--- src/rtl/css_term_pipe.sv ---
// Three-stage float32 -> tanh(i/2) lookup pipeline with per-channel result registers.
// The index is floor(in * 2^SHIFT), saturated to the table range.
module css_term_pipe #(
  parameter int NCH   = 4,
  parameter int SHIFT = 10,
  parameter int DEPTH = 32,
  localparam int CHW  = (NCH > 1) ? $clog2(NCH) : 1
) (
  input  logic           clk,
  input  logic           reset_n,
  input  logic [31:0]    in_data,
  input  logic [CHW-1:0] in_ch,
  input  logic           in_valid,
  output logic           in_ready,
  output logic [31:0]    out_data,
  output logic [CHW-1:0] out_ch,
  output logic           out_valid,
  input  logic           out_ready,
  input  logic [CHW-1:0] rd_ch,
  output logic [31:0]    rd_data
);

  localparam int IW = $clog2(DEPTH);

  // Elaboration-time float32 rounding of tanh(i/2) = (e^i - 1) / (e^i + 1).
  function automatic logic [31:0] tanh_half(input int unsigned i);
    real ex;
    real t;
    int  e;
    int  mi;
    logic [31:0] r;
    if (i == 0) begin
      r = '0;
    end else if (i >= 20) begin
      r = 32'h3F80_0000;
    end else begin
      ex = 1.0;
      for (int unsigned j = 0; j < i; j++) ex = ex * 2.718281828459045;
      t = (ex - 1.0) / (ex + 1.0);
      e = 150;
      for (int unsigned k = 0; k < 64; k++) begin
        if (t < 8388608.0) begin
          t = t * 2.0;
          e = e - 1;
        end
      end
      mi = $rtoi(t + 0.5);
      if (mi >= 16777216) begin
        mi = 8388608;
        e  = e + 1;
      end
      r = {1'b0, e[7:0], mi[22:0]};
    end
    return r;
  endfunction

  logic [31:0] rom [DEPTH];

  for (genvar g = 0; g < DEPTH; g++) begin : g_rom
    localparam logic [31:0] VAL = tanh_half(g);
    assign rom[g] = VAL;
  end

  logic                 v1;
  logic                 v2;
  logic [31:0]          d1;
  logic [CHW-1:0]       c1;
  logic [CHW-1:0]       c2;
  logic [IW-1:0]        idx2;
  logic [IW-1:0]        idx_c;
  logic signed [10:0]   ex;
  logic [4:0]           sh;
  logic [23:0]          shifted;
  logic [31:0]          res [NCH];

  assign in_ready = !(out_valid && !out_ready);

  always_comb begin
    ex      = 11'(int'(d1[30:23]) - 127 + SHIFT);
    sh      = 5'(23 - int'(ex));
    shifted = {1'b1, d1[22:0]} >> sh;
    idx_c   = '0;
    if (d1[31] || (d1[30:23] == 8'h00) || (ex < 0)) begin
      idx_c = '0;
    end else if ((d1[30:23] == 8'hFF) || (int'(ex) >= IW)) begin
      idx_c = '1;
    end else if (shifted > 24'(DEPTH - 1)) begin
      idx_c = '1;
    end else begin
      idx_c = shifted[IW-1:0];
    end
  end

  // Single global enable: the whole pipe advances only when the output is not stalled.
  always_ff @(posedge clk or negedge reset_n) begin
    if (!reset_n) begin
      v1        <= 1'b0;
      d1        <= '0;
      c1        <= '0;
      v2        <= 1'b0;
      idx2      <= '0;
      c2        <= '0;
      out_valid <= 1'b0;
      out_data  <= '0;
      out_ch    <= '0;
    end else if (in_ready) begin
      v1        <= in_valid;
      d1        <= in_data;
      c1        <= in_ch;
      v2        <= v1;
      idx2      <= idx_c;
      c2        <= c1;
      out_valid <= v2;
      out_data  <= rom[idx2];
      out_ch    <= c2;
    end
  end

  always_ff @(posedge clk or negedge reset_n) begin
    if (!reset_n) begin
      for (int unsigned i = 0; i < NCH; i++) res[i] <= '0;
    end else if (out_valid && out_ready) begin
      for (int unsigned i = 0; i < NCH; i++) begin
        if (out_ch == CHW'(i)) res[i] <= out_data;
      end
    end
  end

  // Tags outside 0..NCH-1 match no register and read as zero.
  always_comb begin
    rd_data = '0;
    for (int unsigned i = 0; i < NCH; i++) begin
      if (rd_ch == CHW'(i)) rd_data = res[i];
    end
  end

endmodule
--- config.mk ---
export PLATFORM = sky130hd
export DESIGN_NAME = css_term_pipe
export DESIGN_NICKNAME = d
export VERILOG_FILES = /design/src/rtl/css_term_pipe.sv
export SDC_FILE = /design/constraint.sdc
export NUM_CORES = 1
export LEC_CHECK = 0
export CORE_ASPECT_RATIO = 1.25
export CORE_UTILIZATION = 63
export DETAILED_ROUTE_END_ITERATION = 8
export DONT_BUFFER_PORTS = 1
export GPL_ROUTABILITY_DRIVEN = 0
export PLACE_DENSITY_LB_ADDON = 0.12
export SYNTH_ARGS = -nofsm -noshare
export SYNTH_HDL_FRONTEND = slang
export SYNTH_SLANG_ARGS = --single-unit
--- constraint.sdc ---
create_clock -name clk -period 6.1 [get_ports clk]
set_input_delay 1.22 -clock clk [delete_from_list [all_inputs] [get_ports clk]]
set_output_delay 1.22 -clock clk [all_outputs]
set_load 0.005 [all_outputs]
==> results.json <==
{
  "hold_end": "out_valid",
  "cp_num_buf_inv": 1,
  "holdWs_ns": 0.467,
  "hold_path_startpoint": "v2",
  "fp_util": 0.645,
  "status": "finished, final reports clean",
  "vias": 5555,
  "fp.dieW_microns": 106,
  "grt_pass1_vias": 5751,
  "dr_wl_met3_microns": 643,
  "ys_chip_area_sq_um": 8530,
  "lay_top_cells": "166 x dfrtp_1, 152 x nand2_1, 103 x mux2_2, 31 x nor2_1, 31 x a21oi_1",
  "cpPeakStageDelay_ns": 1.09,
  "synthMuxAreaShare": 0.234,
  "cts_buffers": 17,
  "synth-main-ff-cell": "dfrtp_1",
  "place_inst": 866,
  "top_cells_by_area": "dfrtp_1 49%, mux2_2 14%, mux4_2 7.7%",
  "most_common_cell": "dfrtp_1",
  "cts_tree": "built",
  "worstPathRequired_ns": 6.41,
  "worst_slack_ns": 1.54,
  "worstReg2RegStart": "d1[23]",
  "viasPerCell": 6.19,
  "grt_use_total": 0.264,
  "layout.cells.non_filler": 898,
  "reg2reg_depth": 10,
  "yosys.area.top_type_share": 0.487,
  "cap_viol_max_count": 0,
  "worst_ir_drop_vdd_uv": 239,
  "drt-met1-wl_microns": 6840,
  "syn-cell-area_sq_um": 8530,
  "reg2reg_to": "idx2[3]",
  "ys_seq_share": 0.487,
  "ys_cells": 754,
  "fin_tns_setup_ns": 0,
  "swShare": 0.350,
  "cts_setup_buffers": 0,
  "h-tree-depth": 4,
  "cp.arrival_ns": 4.87,
  "wl_per_cell_microns": 19.0,
  "io_buffers": 0,
  "p_switching_uw": 1690,
  "async_flop_share": 1.00,
  "warnings": 37,
  "drv_slew": 0,
  "fin_worst_skew_ns": 0.00601,
  "critPathLaunchType": "flop",
  "dpl_cell_area_sq_um": 8490,
  "crit_cells": 10,
  "holdPathStages": 1,
  "fmax_ghz": 0.219,
  "endpoint_kind": "flop",
  "syn_avg_cell_area_sq_um": 11.3,
  "use_met3": 0.0445,
  "cts_buffer_depth": 2,
  "adder_share": 0.0176,
  "p_clk_frac": 0.233,
  "crit_end": "idx2[3]",
  "synth-edff-count": 0,
  "chipHeight_microns": 132,
  "finalCriticalPeriod_ns": 4.56,
  "crit_top_cell": "ha_1",
  "powerDensity_nw_per_um2": 530,
  "worst_slew_pin_slew_ns": 1.08,
  "clk_latency_ns": 0.43,
  "top_layer": "met4",
  "cts_sinks": 166,
  "met2_length_microns": 9210,
  "cts-root-buf": "clkbuf_16",
  "use_met1": 0.310,
  "design.die.area_sq_um": 14000,
  "n_antenna_cell": 0,
  "finalCritPeriodShare": 0.748,
  "drt_first_pass_iters": 4,
  "overflow": 0,
  "core-area_sq_um": 13200,
  "clkTransAtPathRegs_ns": 0.06,
  "drive_above_1_share": 0.253,
  "cp_slowest_cell": "ha_1",
  "lay_top_count": "dfrtp_1",
  "yosysTopAreaCell": "dfrtp_1",
  "top_cells_by_count": "166 x dfrtp_1, 152 x nand2_1, 103 x mux2_2",
  "crit_family": "adder cells",
  "p_total_uw": 4830,
  "pre_cts_ws_ns": 1.53,
  "cp_max_fo": 34
}
[registers in the layout, indices dropped and copies added (netlist names)]
name	count
c1	2
c2	2
d1	32
idx2	5
out_ch	2
out_data	24
out_valid	1
res	96
v1	1
v2	1
[power groups by stage]
stage	sequential, uW	combinational (uW)	clock, uW
floorplan	1820	1550	0
global placement	1990	1600	0
detailed placement	2040	1670	0
CTS	2030	1690	1140
global route	2100	1850	1180
finish	2030	1670	1130
[cell type report]
| class | instances | area, sq um | share of cell area |
|---|---|---|---|
| sequential | 166 | 4150 | 0.456 |
| multi-input combinational | 515 | 4040 | 0.444 |
| clock buffer | 19 | 443 | 0.0486 |
| tap | 171 | 214 | 0.0235 |
| clock inverter | 13 | 178 | 0.0195 |
| timing repair buffer | 6 | 45.0 | 0.00495 |
| inverter | 8 | 30.0 | 0.00330 |
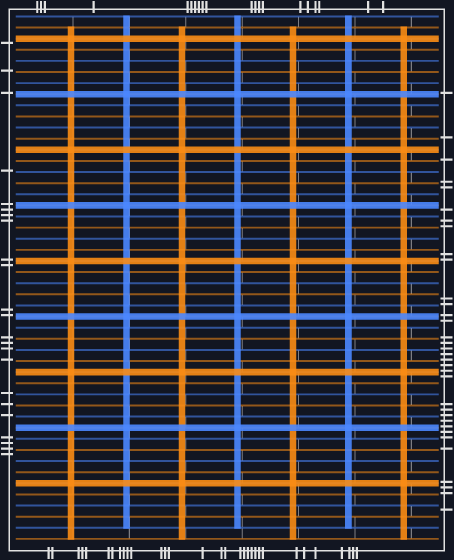
*Floorplan with the power grid*
Pins as bars on the die edge. Tap cells in gray.
color	net
orange	VSS
blue	VDD
met1 rails	48
tap cells	171
met5 straps	9
signal pins	108
rows	47

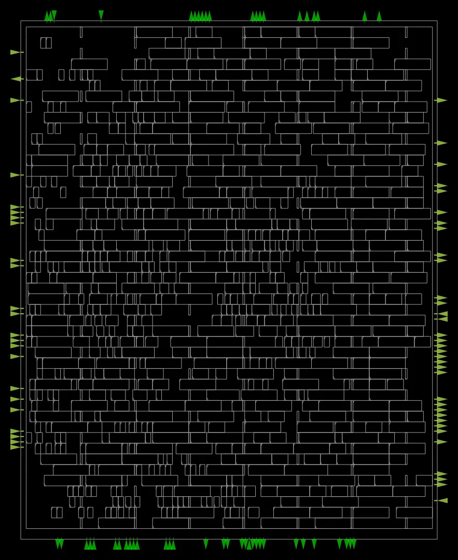
*Placed standard cells*
std cell rows: 47
fillers: 954

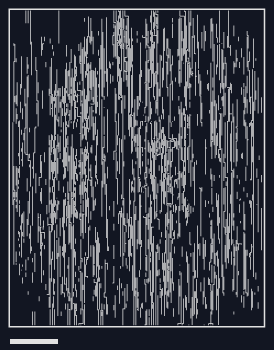
*Metal 2*
The bar under the picture is 20 microns long.
main direction	vertical
nets with wire on the layer	650
wire length on this layer	9210 microns
longest straight run	73.1 microns
share of all routed wire	54%
met2 GRT Util: 0.471
detailed-route wire length: 17100 microns

